`src/rtl/cacheline_pkg.sv`:
```
// cacheline_pkg: shared types and constants for the cacheline burst adapter.
//   cla_state_t - adapter FSM states (IDLE, READ, WRITE, DONE)
//   CL_BEATS    - beats per cacheline burst
//   CL_BEAT_W   - width of one burst beat in bits
package cacheline_pkg;

   typedef enum logic [1:0] {
      IDLE,
      READ,
      WRITE,
      DONE
   } cla_state_t;

   localparam int CL_BEATS  = 4;
   localparam int CL_BEAT_W = 64;

endpackage

```
`src/rtl/burst_line_buffer.sv`:
```
// burst_line_buffer: cacheline storage shared by read assembly and write slicing.
// Ports:
//   clk, rst   - clock, synchronous active-high reset (clears the line)
//   load_en    - load the whole line from load_line (takes priority over beat_we)
//   beat_we    - write beat_in into beat slot beat_idx
//   beat_idx   - beat slot for both the per-beat write and the per-beat read mux
//   beat_out   - beat currently selected by beat_idx
//   line_out   - full stored line, beat 0 in the least significant bits
module burst_line_buffer
   import cacheline_pkg::*;
#(
   parameter int beat_w = CL_BEAT_W,
   parameter int beats  = CL_BEATS
) (
   input  logic                      clk,
   input  logic                      rst,
   input  logic                      load_en,
   input  logic [beats*beat_w-1:0]   load_line,
   input  logic                      beat_we,
   input  logic [$clog2(beats)-1:0]  beat_idx,
   input  logic [beat_w-1:0]         beat_in,
   output logic [beat_w-1:0]         beat_out,
   output logic [beats*beat_w-1:0]   line_out
);

   logic [beats-1:0][beat_w-1:0] line_q;

   always_ff @(posedge clk) begin
      if (rst) begin
         line_q <= '0;
      end else if (load_en) begin
         line_q <= load_line;
      end else if (beat_we) begin
         line_q[beat_idx] <= beat_in;
      end
   end

   assign beat_out = line_q[beat_idx];
   assign line_out = line_q;

endmodule

```
`src/rtl/cacheline_burst_adapter.sv`:
```
// cacheline_burst_adapter: performs 256-bit cacheline reads/writes as 4-beat,
// 64-bit bursts on physical memory and returns a one-cycle response to the cache.
// Ports:
//   clk, rst              - clock, synchronous active-high reset
//   ca_read, ca_write     - line request strobes from the cache (read wins if both)
//   ca_addr, ca_wdata     - request address (offset bits ignored) and write line
//   ca_rdata, ca_resp     - assembled read line and one-cycle completion pulse
//   pmem_read, pmem_write - burst strobes toward memory
//   pmem_addr             - line-aligned burst address
//   pmem_wdata            - current write beat
//   pmem_rdata, pmem_resp - current read beat and per-beat handshake
// Configuration macro:
//   CACHELINE_EARLY_RESP_EN - drop the DONE cycle; ca_resp fires combinationally
//                             on the last beat, with that beat bypassed into ca_rdata.
module cacheline_burst_adapter
   import cacheline_pkg::*;
#(
   parameter int s_offset = 5,
   parameter int s_burst  = 64
) (
   input  logic         clk,
   input  logic         rst,
   input  logic         ca_read,
   input  logic         ca_write,
   input  logic [31:0]  ca_addr,
   input  logic [255:0] ca_wdata,
   output logic [255:0] ca_rdata,
   output logic         ca_resp,
   output logic         pmem_read,
   output logic         pmem_write,
   output logic [31:0]  pmem_addr,
   output logic [63:0]  pmem_wdata,
   input  logic [63:0]  pmem_rdata,
   input  logic         pmem_resp
);

   localparam logic [31:0] LINE_MASK = ~((32'd1 << s_offset) - 32'd1);

   cla_state_t     state;
   logic [1:0]     k;
   logic           busy;
   logic           last_beat;
   logic           load_en;
   logic           beat_we;
   logic [255:0]   line;

   assign busy      = (state == READ) || (state == WRITE);
   // pmem_resp is only meaningful while a burst is in flight
   assign last_beat = busy && pmem_resp && (k == 2'(CL_BEATS - 1));
   assign load_en   = (state == IDLE) && !ca_read && ca_write;
   assign beat_we   = (state == READ) && pmem_resp;

   burst_line_buffer #(
      .beat_w (s_burst),
      .beats  (CL_BEATS)
   ) u_line_buffer (
      .clk       (clk),
      .rst       (rst),
      .load_en   (load_en),
      .load_line (ca_wdata),
      .beat_we   (beat_we),
      .beat_idx  (k),
      .beat_in   (pmem_rdata),
      .beat_out  (pmem_wdata),
      .line_out  (line)
   );

`ifdef CACHELINE_EARLY_RESP_EN
   assign ca_resp  = last_beat;
   // the final read beat is not yet in the buffer, so bypass it
   assign ca_rdata = ((state == READ) && last_beat)
                     ? {pmem_rdata, line[255-CL_BEAT_W:0]} : line;
`else
   assign ca_rdata = line;
`endif

   always_ff @(posedge clk) begin
      if (rst) begin
         state      <= IDLE;
         k          <= '0;
         pmem_read  <= 1'b0;
         pmem_write <= 1'b0;
         pmem_addr  <= '0;
`ifndef CACHELINE_EARLY_RESP_EN
         ca_resp    <= 1'b0;
`endif
      end else begin
`ifndef CACHELINE_EARLY_RESP_EN
         ca_resp <= 1'b0;
`endif
         unique case (state)
            IDLE: begin
               if (ca_read) begin
                  pmem_addr <= ca_addr & LINE_MASK;
                  k         <= '0;
                  pmem_read <= 1'b1;
                  state     <= READ;
               end else if (ca_write) begin
                  pmem_addr  <= ca_addr & LINE_MASK;
                  k          <= '0;
                  pmem_write <= 1'b1;
                  state      <= WRITE;
               end
            end
            READ, WRITE: begin
               if (pmem_resp) begin
                  k <= k + 2'd1;
                  if (last_beat) begin
                     pmem_read  <= 1'b0;
                     pmem_write <= 1'b0;
`ifdef CACHELINE_EARLY_RESP_EN
                     state      <= IDLE;
`else
                     state      <= DONE;
                     ca_resp    <= 1'b1;
`endif
                  end
               end
            end
            default: state <= IDLE;
         endcase
      end
   end

endmodule
```
`config.mk`:
```
export PLATFORM = sky130hd
export DESIGN_NAME = cacheline_burst_adapter
export DESIGN_NICKNAME = d
export VERILOG_FILES = /design/src/rtl/cacheline_pkg.sv /design/src/rtl/burst_line_buffer.sv /design/src/rtl/cacheline_burst_adapter.sv
export SDC_FILE = /design/constraint.sdc
export NUM_CORES = 1
export LEC_CHECK = 0
export ABC_AREA = 1
export CAP_MARGIN = 40
export CORE_AREA = 3 3 280 282
export DETAILED_ROUTE_END_ITERATION = 12
export DIE_AREA = 0 0 283 285
export GPL_ROUTABILITY_DRIVEN = 0
export GPL_TIMING_DRIVEN = 0
export HOLD_SLACK_MARGIN = 0.08
export PLACE_DENSITY = 0.56
export SLEW_MARGIN = 15
export SYNTH_ARGS = -nofsm -noshare
export SYNTH_HDL_FRONTEND = slang
export SYNTH_SLANG_ARGS = --single-unit
```
`constraint.sdc`:
```
create_clock -name clk -period 2.3 [get_ports clk]
set_input_delay 0.23 -clock clk [delete_from_list [all_inputs] [get_ports clk]]
set_output_delay 0.23 -clock clk [all_outputs]
set_load 0.02 [all_outputs]
```
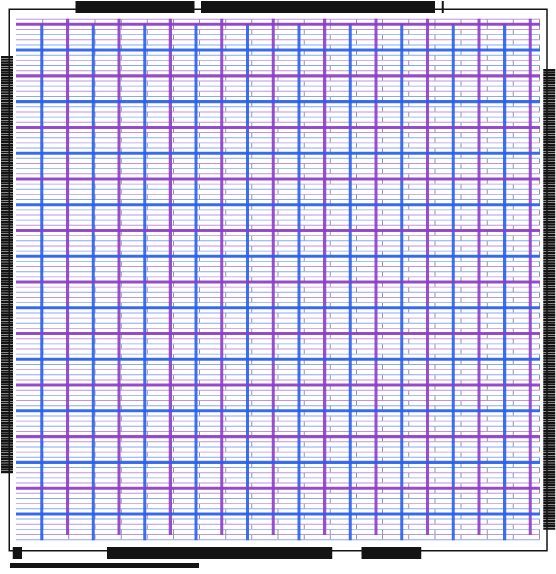
**Above:** supply network.
Scale bar: 100 um. Pins as bars on the die edge. Tap cells in gray.
Key: purple = VDD; blue = VSS
The core has 101 rows. 712 signal pins sit on the boundary. 102 met1 rails follow the rows. 20 straps on met4. 20 straps on met5.
chip width: 283 um
largest voltage drop on the vdd net: 490.6 uV
floorplan core area: 75950 um2

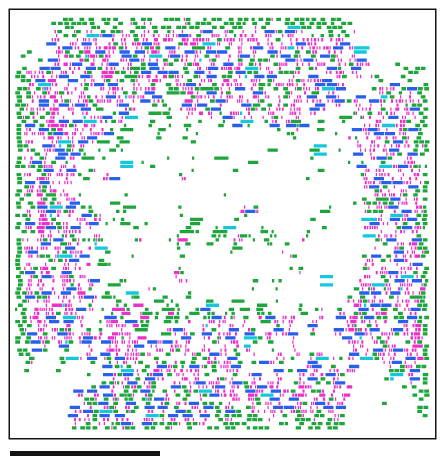
**Above:** placement by cell class.
Scale bar: 100 um.
Key: green = remaining buffers and delay cells [cells 965]; blue = sequential cells [cells 290]; magenta = combinational and other logic [cells 1933]; cyan = clock drivers and dummy loads [cells 66]

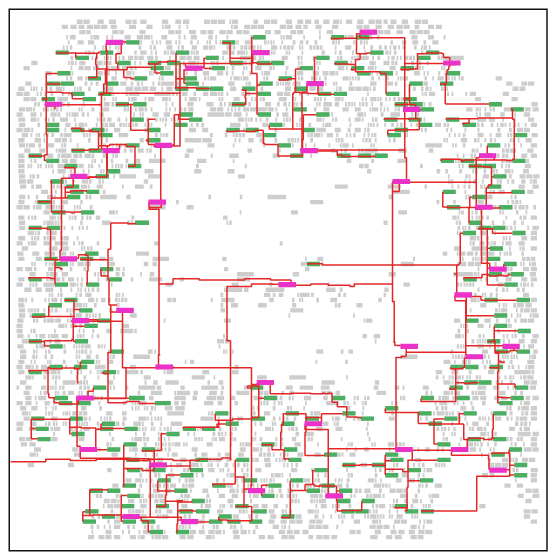
**Above:** clock network drawn from the DEF.
Key: magenta = clock drivers [count 38]; red = clock wires [length 5530 um]; green = flip-flops [count 290]
There are 39 routed clock nets.

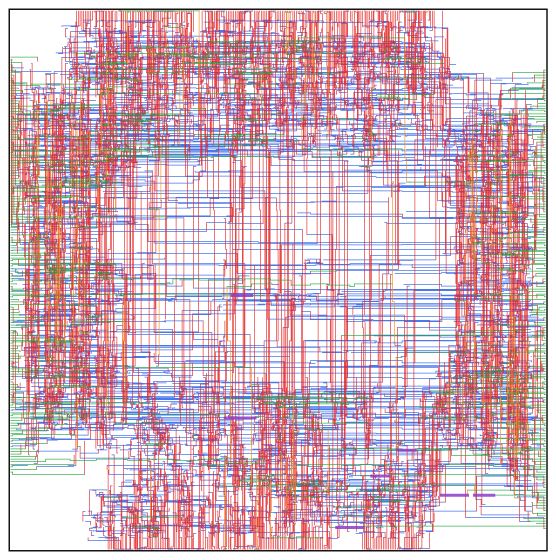
**Above:** wiring by layer.
Key: purple = metal 5 [wire length 81.9 um]; blue = metal 1 [wire length 49.2 mm]; red = metal 2 [wire length 56.9 mm]; green = metal 3 [wire length 9560 um]; orange = metal 4 [wire length 3870 um]

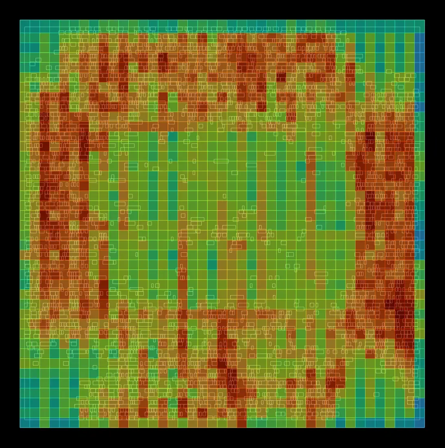
**Above:** congestion heat map.
final core utilization: 35.29%
Global Route met2 Usage: 48.53%

==> results.txt <==
Results of the run.

The run finished, with violations left. The checks that failed: setup timing. The number of logic stages on the critical path including buffering is 8. Dividing the synthesized area by the synthesized cell count gives 6.232 um2. The register with the most flip-flops in the layout has 256 of them. The arrival time at the worst endpoint is 2.13 ns. The CTS clock-pin slew for the worst setup and hold paths is 0.07 ns. The cell area after placement is 23600 um2. By area the synthesized netlist is led by dfxtp_1 (39%), nor2_1 (16%), nand2_1 (12%). In this run the worst setup path terminates at pmem_wdata[38]. The xor and xnor area share after synthesis is 0%.

In this run, the synthesized area fraction spent on adder and majority cells is recorded as 0.5817%. The overflow left after global routing is 0. The clock buffer count from CTS is 38.

The library cell contributing the largest single delay on the critical path is dfxtp_4. The critical path in the final layout is reported with a setup slack of -0.05890 ns. The setup violation total in the final timing report is 11.

The total global-route track usage is 28.07%. The cell count in the Yosys report is 2416. The required time at the worst endpoint is listed as 2.07 ns. Ranked by total area, the top cell class in this layout is buffers.

The launch point of the worst register-to-register path is recorded as k[0]$_SDFFE_PP0P_. The routed layout has 20830 vias. The delay of the slowest cell on the worst path is 0.40 ns.

Combinational power for this build is 17.4 mW. Of the total synthesized cell area, the portion taken by AND, OR, NAND and NOR gates is 33.32%. The timing-limited maximum frequency is 0.4239 GHz. The number of cells on the worst hold path is 3. In the power breakdown, the biggest contributor is combinational logic.

Setup repair after global routing could not meet its margin everywhere. The cell sequence reported for the critical path is clkinvlp_4 > buf_12 > buf_16 > clkbuf_16 > buf_12 > o21ai_2 > o22ai_1 > buf_4. The fraction of power consumed by sequential logic is 23.7%.

The final timing report lists a max-slew violation count of 0. The filler cells instantiated in the layout total 8281. The clock drives 290 sinks.

For the final routed database, the setup TNS stands at -0.3606 ns. The relative slew slack is 39.14%. The worst setup path startpoint is k[0]$_SDFFE_PP0P_. In the Yosys stats the netlist draws on 20 distinct library cells.

Across all register-to-register paths, the minimum setup slack is 0.06 ns. The number of warnings issued by yosys is 0. The biggest area consumer among synthesized cells is dfxtp_1. The biggest fanout along the worst timing path is 6.

The total number of multi-input combinational cells is 1842. The via count of the first global-routing pass is 19890. The report lists the number of standard-cell rows as 101.

Total power normalized to cell area comes to 1149 nW/um2. The cell total after placement is 4168. The detailed-route wire length per cell is 27.89 um. In the synthesized netlist, the cells that appear most often are nor2_1 (634), nand2_1 (481), o21ai_0 (352).
No activity file was given, so power comes from the tool's default toggle rates.
